run_1/final_congestion.png
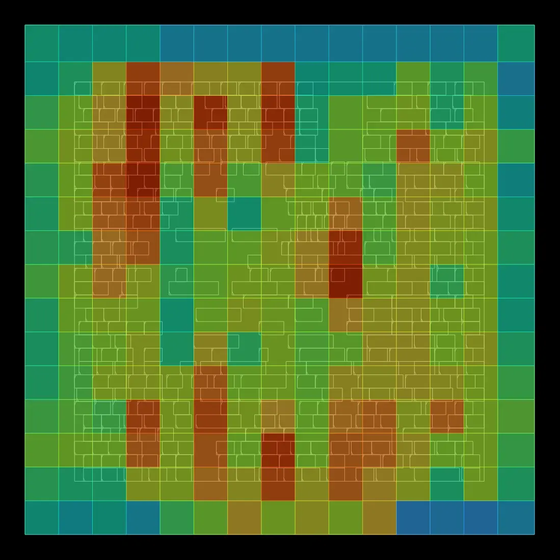
run_1/drive_strength.png
Drawn at 4 px/um.
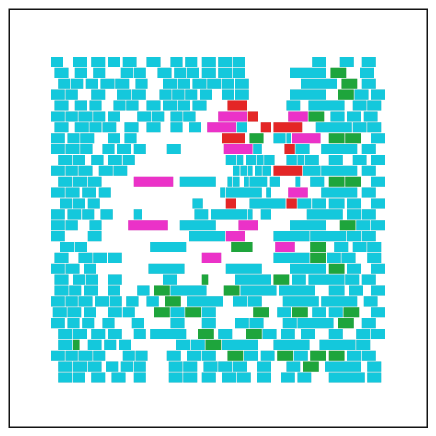
run_1/met2.png
Drawn at 3 px/um.
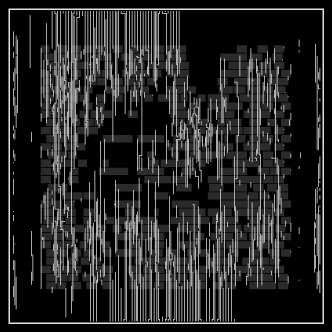
run_1/gate_families.png
Drawn at 4 px/um.
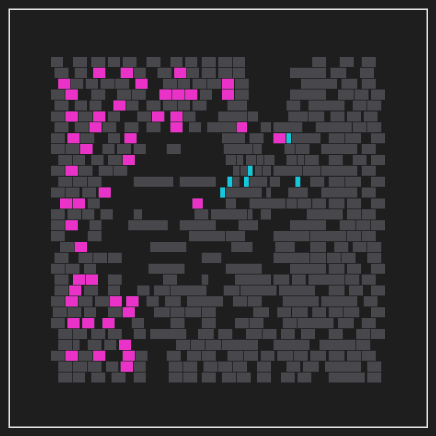
**src/rtl/dmem_arbiter.sv**
```systemverilog
// Data-memory port arbiter: shares one memory port between the pipeline MEM
// stage (CPU) and a debug/loader port (DBG). The CPU normally wins; a waiting
// debug request is forced through after STARVE_LIMIT consecutive CPU grants.
// Grant selection is combinational. Debug completion is a registered one-cycle
// ack, and the arbiter refuses to re-grant debug during that ack cycle.
module dmem_arbiter #(
    parameter int unsigned STARVE_LIMIT = 4
) (
    input  logic        clk,
    input  logic        rst,
    input  logic        cpu_req,
    input  logic        cpu_we,
    input  logic [10:0] cpu_addr,
    input  logic [31:0] cpu_wdata,
    output logic [31:0] cpu_rdata,
    output logic        cpu_stall,
    input  logic        dbg_req,
    input  logic        dbg_we,
    input  logic [10:0] dbg_addr,
    input  logic [31:0] dbg_wdata,
    output logic        dbg_ack,
    output logic [31:0] dbg_rdata,
    output logic [10:0] mem_addr,
    output logic [31:0] mem_wdata,
    output logic        mem_we,
    input  logic [31:0] mem_rdata
);

    typedef enum logic {
        ST_IDLE = 1'b0,
        ST_ACK  = 1'b1
    } state_t;

    localparam logic [3:0] LIMIT = 4'(STARVE_LIMIT);

    state_t      state_reg;
    logic [3:0]  starve_cnt_reg;
    logic        dbg_ack_reg;
    logic [31:0] dbg_rdata_reg;

    logic        dbg_eligible;
    logic        grant_dbg;
    logic        grant_cpu;
    logic        mem_we_sel;

    // Debug may only win from IDLE; it beats a live CPU request only once the
    // CPU has used up its allowance of back-to-back grants.
    assign dbg_eligible = dbg_req && (state_reg == ST_IDLE);
    assign grant_dbg    = dbg_eligible && (!cpu_req || (starve_cnt_reg == LIMIT));
    assign grant_cpu    = cpu_req && !grant_dbg;

    // Memory port steering for the current owner; unused port is driven to zero.
    always_comb begin
        mem_addr   = '0;
        mem_wdata  = '0;
        mem_we_sel = 1'b0;
        cpu_stall  = 1'b0;
        if (grant_dbg) begin
            mem_addr   = dbg_addr;
            mem_wdata  = dbg_wdata;
            mem_we_sel = dbg_we;
            cpu_stall  = cpu_req;
        end else if (grant_cpu) begin
            mem_addr   = cpu_addr;
            mem_wdata  = cpu_wdata;
            mem_we_sel = cpu_we;
        end
    end

    // Reset blocks any memory write straight away, without waiting for a clock.
    assign mem_we    = mem_we_sel && !rst;
    assign cpu_rdata = mem_rdata;
    assign dbg_ack   = dbg_ack_reg;
    assign dbg_rdata = dbg_rdata_reg;

    // Debug handshake FSM, captured read data and CPU starvation counter.
    always_ff @(posedge clk or posedge rst) begin
        if (rst) begin
            state_reg      <= ST_IDLE;
            dbg_ack_reg    <= 1'b0;
            dbg_rdata_reg  <= '0;
            starve_cnt_reg <= '0;
        end else begin
            case (state_reg)
                ST_IDLE: begin
                    if (grant_dbg) begin
                        state_reg   <= ST_ACK;
                        dbg_ack_reg <= 1'b1;
                        if (!dbg_we) begin
                            dbg_rdata_reg <= mem_rdata;
                        end
                    end
                end
                ST_ACK: begin
                    state_reg   <= ST_IDLE;
                    dbg_ack_reg <= 1'b0;
                end
                default: begin
                    state_reg   <= ST_IDLE;
                    dbg_ack_reg <= 1'b0;
                end
            endcase

            // Counts CPU wins over a waiting debug request; the ack cycle does
            // not count because debug cannot be granted there anyway.
            if (grant_dbg || !dbg_req) begin
                starve_cnt_reg <= '0;
            end else if (grant_cpu && (state_reg == ST_IDLE) && (starve_cnt_reg != LIMIT)) begin
                starve_cnt_reg <= starve_cnt_reg + 4'd1;
            end
        end
    end

endmodule

```
**config.mk**
```make
export PLATFORM = sky130hd
export DESIGN_NAME = dmem_arbiter
export DESIGN_NICKNAME = d
export VERILOG_FILES = /design/src/rtl/dmem_arbiter.sv
export SDC_FILE = /design/constraint.sdc
export NUM_CORES = 1
export LEC_CHECK = 0
export CAP_MARGIN = 20
export CORE_MARGIN = 10
export CORE_UTILIZATION = 32
export CTS_CLUSTER_SIZE = 25
export DETAILED_ROUTE_END_ITERATION = 7
export PLACE_DENSITY = 0.95
export SLEW_MARGIN = 20
export SYNTH_ARGS = -nofsm -noshare
export SYNTH_HDL_FRONTEND = slang
export SYNTH_SLANG_ARGS = --single-unit
```
**constraint.sdc**
```tcl
create_clock -name clk -period 2.6 [get_ports clk]
set_input_delay 0.39 -clock clk [delete_from_list [all_inputs] [get_ports clk]]
set_output_delay 0.39 -clock clk [all_outputs]
set_load 0.01 [all_outputs]
```
==> reports/qor.tcl, run 1 <==
set qor(wirelength_mm) 10.3
set qor(synthCells) 193
set qor(logic_area_sq_um) 975
set qor(finalMaxSlewViolations) 0
set qor(clock_tree_from_tritoncts) {built}
set qor(ys.flops) 38
set qor(wire_length_of_the_first_global_routing_pass_mm) 15.9
set qor(p_seq_share_pct) 36.5
set qor(yosys-stat-cells) 193
set qor(synthesis.nets) 319
set qor(synth-async-reset-ratio_pct) 100
set qor(worstSetupEndpoint) {mem_wdata[18]}
set qor(post_cts_hold_buffer_count) 0
set qor(combinationalPowerShare_pct) 44.1
set qor(share_of_layout_cells_above_drive_strength_1_pct) 13.8
set qor(synth.largest_area_cell) {sky130_fd_sc_hd__dfrtp_1}
set qor(setup.worst_path.start_class) {flip-flop}
set qor(clock_sink_count) 38
set qor(powerClk_w) 0.000406
set qor(timing.reg2reg.setup_slack_ns) 0.70
set qor(post_dp_cell_area_sq_um) 4490
set qor(num_antenna_cells) 0
set qor(yosys-top-cells-area) {sky130_fd_sc_hd__dfrtp_1 42%, sky130_fd_sc_hd__a22o_1 17%, sky130_fd_sc_hd__mux2_2 15%}
set qor(ys_dominant_reg_cell) {sky130_fd_sc_hd__dfrtp_1}
set qor(ff2ff_path_depth) 6
set qor(nFillCells) 548
set qor(core_region_area_sq_um) 6830
set qor(dieArea_sq_um) 10800
set qor(rr_endpoint) {dbg_rdata[29]}
set qor(timing.critical_path.fanout_max) 11
set qor(critPathTopFamily) {buffers and inverters}
set qor(detail_route.first_pass.iterations) 4
set qor(n_sequential_cell) 38
set qor(place.gp.congestion) 0.766
set qor(layout.cells.most_common) {sky130_fd_sc_hd__clkdlybuf4s50_1}
set qor(seq_cell_power_w) 0.000768
set qor(ys_chip_area_sq_um) 2260
set qor(remaining_drc_errors) 0
set qor(timing.final.setup_violations) 0
set qor(first_iter_violations) 91
set qor(post_synthesis_cell_type_with_the_largest_instance_count) {sky130_fd_sc_hd__a22o_1}
set qor(result_of_the_run) {completed}
set qor(clock_tree_buffer_depth) 2
set qor(switchingPower_w) 0.000590
set qor(worstSkewPairLatency_ns) 0.28
set qor(clk_pin_slew_ns) 0.07
set qor(slowest_stage) {sky130_fd_sc_hd__dfrtp_1}
set qor(largest_class) {buffers}
set qor(intPower_w) 0.00151
set qor(signal_buffer_area_fraction_pct) 53.0
set qor(num_vias) 2351
set qor(comb_share_pct) 21.2
set qor(place_hpwl_mm) 8.94
set qor(worstSetupEndpointType) {output port}
set qor(power-per-cell-area_nw_per_um2) 456
set qor(top_cell_area_share_pct) 42.0
set qor(hold_violation_total_from_the_final_report) 0
set qor(place_ws_ns) 0.0411
set qor(seqCellArea_sq_um) 951
set qor(top_level_ports) 234
set qor(finalInstanceArea_sq_um) 4610
set qor(htree_levels) 2
set qor(ys_sh_mux_pct) 15.9
set qor(cp_cell_sequence) {inv_1, ha_2, nand3b_4, a21oi_4, buf_12, buf_16, a22o_1, dlygate4sd2_1}
set qor(cp.depth) 8
set qor(switching_share_pct) 28.1
set qor(antenna_violating_nets_post_route) 0
set qor(post_drt_via_cell_ratio) 4.76
set qor(globalRouteOverflowTotal) 0
set qor(stage_log_warning_count) 27
set qor(nNonClkBuffers) 243
set qor(root_buffer) {sky130_fd_sc_hd__clkbuf_8}
set qor(cts_buffers) 5
set qor(max_clock_freq_mhz) 401
set qor(cp-startpoint) {starve_cnt_reg[0]}
Notes on final_congestion.png above:
final core utilization: 67.4%
met2 track demand over resource: 34.2%
overall routing resource usage: 18.3%
routed length per placed instance: 20.8 um

Notes on drive_strength.png above:
colour	size	cells	share
green	drive 2	34	8.5%
red	drive 3 to 4	9	2.3%
cyan	drive 1 or less	343	86%
magenta	drive 6 and up	12	3.0%

Notes on met2.png above:
nets with wire on the layer	488
longest straight run	74.3 um

Notes on gate_families.png above:
colour	family	cells	most used
magenta	AND-OR and OR-AND gates	46	a22o_1
cyan	inverters	6	inv_1

## run 1: per-layer routing
metal / track usage [%] / vias up / wire [um]
met4: 5.17 / 0 / 219
met5: 0 / - / 0
met2: 34.2 / 156 / 5360
met3: 9.29 / 8 / 1250
li1: - / 1093 / -
met1: 17.0 / 1094 / 3450
## run 1: per-stage QoR
| step | hold slack, ns | total power, W |
|---|---|---|
| 2_1_floorplan | 0.515 | 0.00111 |
| 3_3_place_gp | 0.464 | 0.00171 |
| 3_5_place_dp | 0.473 | 0.00175 |
| 4_1_cts | 0.385 | 0.00214 |
| 5_1_grt | 0.405 | 0.00222 |
| 6_report | 0.382 | 0.00210 |
## run 1: what timing repair did
item	CTS	global route
gates cloned	2	0
pin swaps	0	1
setup endpoints to repair	45	5
hold endpoints to repair	0	0
buffers inserted	1	0
gates resized	47	4
run_1/met3.png
Drawn at 3 px/um.
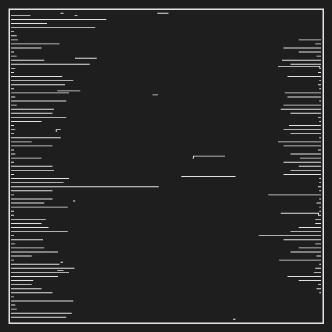

--- run 2 (diff from run 1) ---
--- a/config.mk
+++ b/config.mk
@@ -10,8 +10,9 @@
 export CORE_UTILIZATION = 32
 export CTS_CLUSTER_SIZE = 25
 export DETAILED_ROUTE_END_ITERATION = 7
-export PLACE_DENSITY = 0.95
+export PLACE_DENSITY = 0.88
 export SLEW_MARGIN = 20
 export SYNTH_ARGS = -nofsm -noshare
 export SYNTH_HDL_FRONTEND = slang
 export SYNTH_SLANG_ARGS = --single-unit
+export TNS_END_PERCENT = 1
run_2/met3.png
Drawn at 3 px/um.
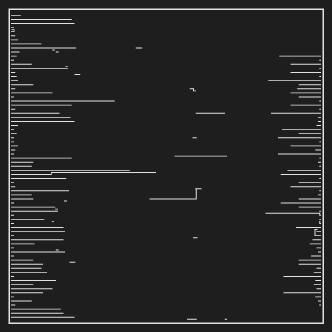
main direction	horizontal
wire length on this layer	1,110 um
share of all routed wire	11%
longest straight run	39.3 um
nets with wire on the layer	146

==> reports/qor.tcl, run 2 <==
set qor(result_of_the_run) {completed}
set qor(synthesis.nets) 319 ;# unchanged
set qor(hold_slack_ns) 0.368 ;# -0.0141 ns
set qor(layout.cells.non_filler) 492
set qor(intPower_w) 0.00150 ;# -0.75%
set qor(synthDistinctLibCells) 30
set qor(top_level_ports) 234 ;# unchanged
set qor(core_region_area_sq_um) 6830 ;# unchanged
set qor(stage_log_warning_count) 27 ;# unchanged
set qor(critPathBufInv) 2
set qor(place.gp.congestion) 0.766 ;# about the same
set qor(place_ws_ns) 0.0349 ;# -0.00623 ns
set qor(clk_pin_slew_ns) 0.08 ;# about the same
set qor(flip_flop_and_latch_share_of_the_layout_cell_area_pct) 20.9
set qor(finalInstanceArea_sq_um) 4540 ;# -1.4%
set qor(timing.critical_path.fanout_max) 7 ;# -4
set qor(finalPower_w) 0.00209 ;# -0.34%
set qor(largest_class) {buffers}
set qor(cp-startpoint) {starve_cnt_reg[0]}
set qor(comb_share_pct) 21.5 ;# +0.29 points
set qor(wire_length_of_the_first_global_routing_pass_mm) 15.7 ;# -1.5%
set qor(synthesis.yosys.warnings) 0
set qor(edf_count) 0
set qor(die_width_um) 104
set qor(logic_gate_count) 103
set qor(num_antenna_cells) 0 ;# unchanged
set qor(detail_route.first_pass.iterations) 4 ;# unchanged
set qor(ff2ff_path_depth) 6 ;# unchanged
set qor(routedWlPerCell_um) 20.9 ;# +0.54%
set qor(largest_register_ff_count) 32
set qor(dr_wl_met2_mm) 5.32 ;# -0.82%
set qor(nNonClkInverters) 6
set qor(worstSkewPairLatency_ns) 0.28 ;# about the same
set qor(crit_type) {flip-flop to output port}
set qor(post_drt_via_cell_ratio) 4.79 ;# +0.58%
set qor(cts_setup_buffers) 0 ;# -1
set qor(cts_buffers) 5 ;# unchanged
set qor(final.setup_skew_ns) 0.00659
set qor(n_sequential_cell) 38 ;# unchanged
set qor(logic_area_sq_um) 975 ;# unchanged
set qor(layout.cells.most_common) {sky130_fd_sc_hd__clkdlybuf4s50_1}
set qor(synth-async-reset-ratio_pct) 100 ;# unchanged
set qor(combinationalPowerShare_pct) 43.7 ;# -0.4 points
set qor(post_synthesis_cell_type_with_the_largest_instance_count) {sky130_fd_sc_hd__a22o_1}
set qor(placed_cells) 484
set qor(xor_area_share_pct) 0
set qor(finalMaxSlewViolations) 0 ;# unchanged
set qor(clock_sink_count) 38 ;# unchanged
set qor(timing.final.setup_violations) 0 ;# unchanged
set qor(synth.largest_area_cell) {sky130_fd_sc_hd__dfrtp_1}
set qor(post_dp_cell_area_sq_um) 4500 ;# +0.17%
set qor(yosys-top-cells-area) {sky130_fd_sc_hd__dfrtp_1 42%, sky130_fd_sc_hd__a22o_1 17%, sky130_fd_sc_hd__mux2_2 15%}
set qor(nNonClkBuffers) 241 ;# -0.82%
set qor(post-route-worst-setup-slack_ns) 0.0806
set qor(grt.met1_usage_pct) 16.2 ;# -0.76 points
set qor(root_buffer) {sky130_fd_sc_hd__clkbuf_8}
set qor(grt.total_usage_pct) 18.2 ;# -0.099 points
set qor(switchingPower_w) 0.000594 ;# +0.73%
set qor(htree_levels) 2 ;# unchanged
set qor(dieArea_sq_um) 10800 ;# unchanged
set qor(p_seq_share_pct) 36.4 ;# about the same
set qor(number_of_max_cap_violations) 0
set qor(ys_seq_share_pct) 42.0
set qor(ys.flops) 38 ;# unchanged
set qor(port_buffers) 233
set qor(grt_antenna_before_repair) 0
set qor(gr-usage-met2_pct) 33.9 ;# -0.32 points
set qor(nFillCells) 552 ;# +0.73%
set qor(switching_share_pct) 28.4 ;# +0.30 points
set qor(cp_cell_sequence) {inv_1, ha_2, nand3b_4, a21oi_4, and2_1, clkdlybuf4s50_1}
set qor(critPathTopFamily) {buffers and inverters}
set qor(met3WireLength_mm) 1.11 ;# -11%
set qor(post_cts_hold_buffer_count) 0 ;# unchanged
set qor(hold_violation_total_from_the_final_report) 0 ;# unchanged
set qor(globalRouteOverflowTotal) 0 ;# unchanged
set qor(clock_tree_buffer_depth) 2 ;# unchanged
set qor(power-per-cell-area_nw_per_um2) 461 ;# +1.0%
set qor(ys_sh_adder_pct) 1.10
set qor(timing.reg2reg.setup_slack_ns) 0.69 ;# about the same
set qor(ys_chip_area_sq_um) 2260 ;# unchanged
set qor(ys_dominant_reg_cell) {sky130_fd_sc_hd__dfrtp_1}
set qor(synth_simple_gate_area_share_pct) 4.53
set qor(worstSetupEndpointType) {output port}
set qor(first_iter_violations) 79 ;# -13%
set qor(grt_start_max_net_pins) 45
set qor(signal_buffer_area_fraction_pct) 52.4 ;# -0.65 points
set qor(wirelength_mm) 10.3 ;# +0.14%
set qor(max_clock_freq_mhz) 397 ;# -1.0%
set qor(seqCellArea_sq_um) 951 ;# unchanged
set qor(crit-reg2reg-launch) {starve_cnt_reg[0]}
set qor(share_of_layout_cells_above_drive_strength_1_pct) 13.1 ;# -0.69 points
set qor(setup.worst_path.start_class) {flip-flop}
set qor(rr_endpoint) {dbg_rdata[23]}
set qor(route.top_layer_used) {met4}
set qor(yosys-stat-cells) 193 ;# unchanged
set qor(clock_tree_from_tritoncts) {built}
set qor(postCtsResizedCells) 44 ;# -6.4%
set qor(grt_most_used_layer) {met2}
set qor(detail_route.wirelength.met1_mm) 3.53 ;# +2.1%
set qor(clockNetworkAreaShare_pct) 2.09
set qor(worstSetupEndpoint) {cpu_stall}
set qor(slowest_stage) {sky130_fd_sc_hd__clkdlybuf4s50_1}
set qor(syn_to_final_growth_pct) 101
set qor(remaining_drc_errors) 0 ;# unchanged
set qor(groute.layer.met3.usage_pct) 8.92 ;# -0.37 points
set qor(cp.depth) 6 ;# -2
set qor(top_cell_area_share_pct) 42.0 ;# unchanged
set qor(num_vias) 2355 ;# +0.17%
set qor(timing_worst_slew_pin_value_ns) 0.400
set qor(num-nets-final) 521
set qor(place_hpwl_mm) 9.18 ;# +2.6%
set qor(antenna_violating_nets_post_route) 0 ;# unchanged
set qor(totalNegativeSetupSlack_ns) 0
set qor(via_count_of_the_first_global_routing_pass) 2663
set qor(ys_sh_mux_pct) 15.9 ;# unchanged
set qor(setup_repair_after_global_routing_missed_its_margin) {no}
set qor(fin_util_pct) 66.5 ;# -0.92 points
set qor(synthCells) 193 ;# unchanged
set qor(syn_area_sq_um) 2260
-- run 2: cell counts after synthesis --
Identical to the previous run, type by type.
-- run 2: how the worst min path moves through the flow --
stage | to | slack, ns | cells after the start
final | starve_cnt_reg[3] | 0.37 | 2
after global routing | starve_cnt_reg[2] | 0.38 | 2
after CTS | starve_cnt_reg[1] | 0.37 | 2
after detailed placement | dbg_ack | 0.47 | 1
after global placement | dbg_rdata[3] | 0.47 | 1
after floorplan | starve_cnt_reg[1] | 0.52 | 2
-- run 2: power groups by stage --
stage	clock, W	combinational [W]	sequential, W
after global routing	0.000464	0.000973	0.000774
after detailed placement	0	0.000970	0.000775
after floorplan	0	0.000288	0.000826
final	0.000417	0.000916	0.000761
after global placement	0	0.000950	0.000766
after CTS	0.000436	0.000934	0.000764
run_2/final_congestion.png
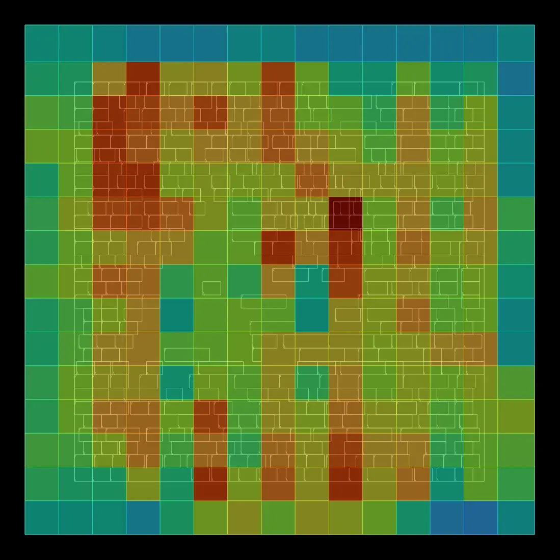

--- run 3 (diff from run 2) ---
--- a/config.mk
+++ b/config.mk
@@ -15,4 +15,4 @@
 export SYNTH_ARGS = -nofsm -noshare
 export SYNTH_HDL_FRONTEND = slang
 export SYNTH_SLANG_ARGS = --single-unit
-export TNS_END_PERCENT = 1
+export TNS_END_PERCENT = 50
run_3/final_congestion.png
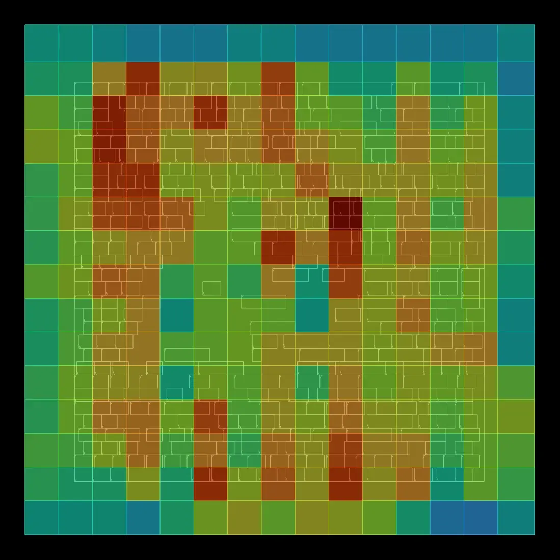
final core utilization: 66.5%
met2 track demand over resource: 34.0%
met1 global-route usage: 16.1%
met3 usage in global routing: 8.86%
routed length per placed instance: 20.9 um

==> reports/qor.tcl, run 3 <==
set qor(switching_share_pct) 28.4 ;# about the same
set qor(cp-startpoint) {starve_cnt_reg[0]}
set qor(flip_flop_and_latch_share_of_the_layout_cell_area_pct) 20.9 ;# unchanged
set qor(grt_antenna_before_repair) 0 ;# unchanged
set qor(ys_dominant_reg_cell) {sky130_fd_sc_hd__dfrtp_1}
set qor(combinationalPowerShare_pct) 43.7 ;# about the same
set qor(yosys-stat-cells) 193 ;# unchanged
set qor(power-per-cell-area_nw_per_um2) 461 ;# about the same
set qor(worstSkewPairLatency_ns) 0.28 ;# about the same
set qor(cts_buffers) 5 ;# unchanged
set qor(num-nets-final) 521 ;# unchanged
set qor(via_count_of_the_first_global_routing_pass) 2662 ;# -0.038%
set qor(post_drt_via_cell_ratio) 4.79 ;# +0.13%
set qor(clock_sink_count) 38 ;# unchanged
set qor(hold_slack_ns) 0.368 ;# unchanged
set qor(critPathTopFamily) {buffers and inverters}
set qor(top_level_ports) 234 ;# unchanged
set qor(seqCellArea_sq_um) 951 ;# unchanged
set qor(globalRouteOverflowTotal) 0 ;# unchanged
set qor(synth-async-reset-ratio_pct) 100 ;# unchanged
set qor(largest_class) {buffers}
set qor(hold_violation_total_from_the_final_report) 0 ;# unchanged
set qor(crit_type) {flip-flop to output port}
set qor(wire_length_of_the_first_global_routing_pass_mm) 15.7 ;# about the same
set qor(p_seq_share_pct) 36.4 ;# about the same
set qor(synthDistinctLibCells) 30 ;# unchanged
set qor(edf_count) 0 ;# unchanged
set qor(nNonClkBuffers) 241 ;# unchanged
set qor(finalPower_w) 0.00209 ;# about the same
set qor(syn_to_final_growth_pct) 101 ;# unchanged
set qor(powerClk_w) 0.000417 ;# about the same
set qor(htree_levels) 2 ;# unchanged
set qor(root_buffer) {sky130_fd_sc_hd__clkbuf_8}
set qor(timing_worst_slew_pin_value_ns) 0.400 ;# +0.0000775 ns
set qor(rr_endpoint) {dbg_rdata[23]}
set qor(postCtsResizedCells) 44 ;# unchanged
set qor(number_of_max_cap_violations) 0 ;# unchanged
set qor(setup.worst_path.start_class) {flip-flop}
set qor(synthCells) 193 ;# unchanged
set qor(slowest_stage) {sky130_fd_sc_hd__clkdlybuf4s50_1}
set qor(switchingPower_w) 0.000594 ;# about the same
set qor(post-route-worst-setup-slack_ns) 0.0807 ;# +0.0000504 ns
set qor(setup_repair_after_global_routing_missed_its_margin) {no}
set qor(place_ws_ns) 0.0349 ;# unchanged
set qor(first_iter_violations) 72 ;# -8.9%
set qor(result_of_the_run) {completed}
set qor(antenna_violating_nets_post_route) 0 ;# unchanged
set qor(clk_pin_slew_ns) 0.08 ;# about the same
set qor(core_region_area_sq_um) 6830 ;# unchanged
set qor(stage_log_warning_count) 27 ;# unchanged
set qor(clockNetworkAreaShare_pct) 2.09 ;# unchanged
set qor(dieArea_sq_um) 10800 ;# unchanged
set qor(n_sequential_cell) 38 ;# unchanged
set qor(comb_share_pct) 21.5 ;# unchanged
set qor(nNonClkInverters) 6 ;# unchanged
set qor(timing.final.setup_violations) 0 ;# unchanged
set qor(synthesis.yosys.warnings) 0 ;# unchanged
set qor(layout.cells.non_filler) 492 ;# unchanged
set qor(cp.depth) 6 ;# unchanged
set qor(top_cell_area_share_pct) 42.0 ;# unchanged
set qor(final.setup_skew_ns) 0.00659 ;# unchanged
set qor(worstSetupEndpoint) {cpu_stall}
set qor(share_of_layout_cells_above_drive_strength_1_pct) 13.1 ;# unchanged
run 3: cell counts after synthesis:
Identical to the previous run, type by type.
run 3: routing by layer:
| metal | global-route usage [%] | share of wire (%) | vias to the layer above |
|---|---|---|---|
| li1 | - | - | 1095 |
| met1 | 16.1 | 34 | 1089 |
| met2 | 34.0 | 52 | 158 |
| met3 | 8.86 | 11 | 16 |
| met4 | 7.75 | 3.3 | 0 |
| met5 | 0 | 0 | - |
run 3: kinds of logic (layout without fill, tap and decap cells):
family                   count (synthesis)  count (layout)  share of synthesized area [%]
buffers and inverters                   52             255                           15.4
multiplexers                            32              32                           15.9
AND-OR/OR-AND                           55              55                           21.0
adder cells (fa/ha/maj)                  2               2                           1.10
flip-flops                              38              38                           42.0
AND/OR/NAND/NOR                         14              14                           4.53
Power is estimated from default activity; no workload was simulated.
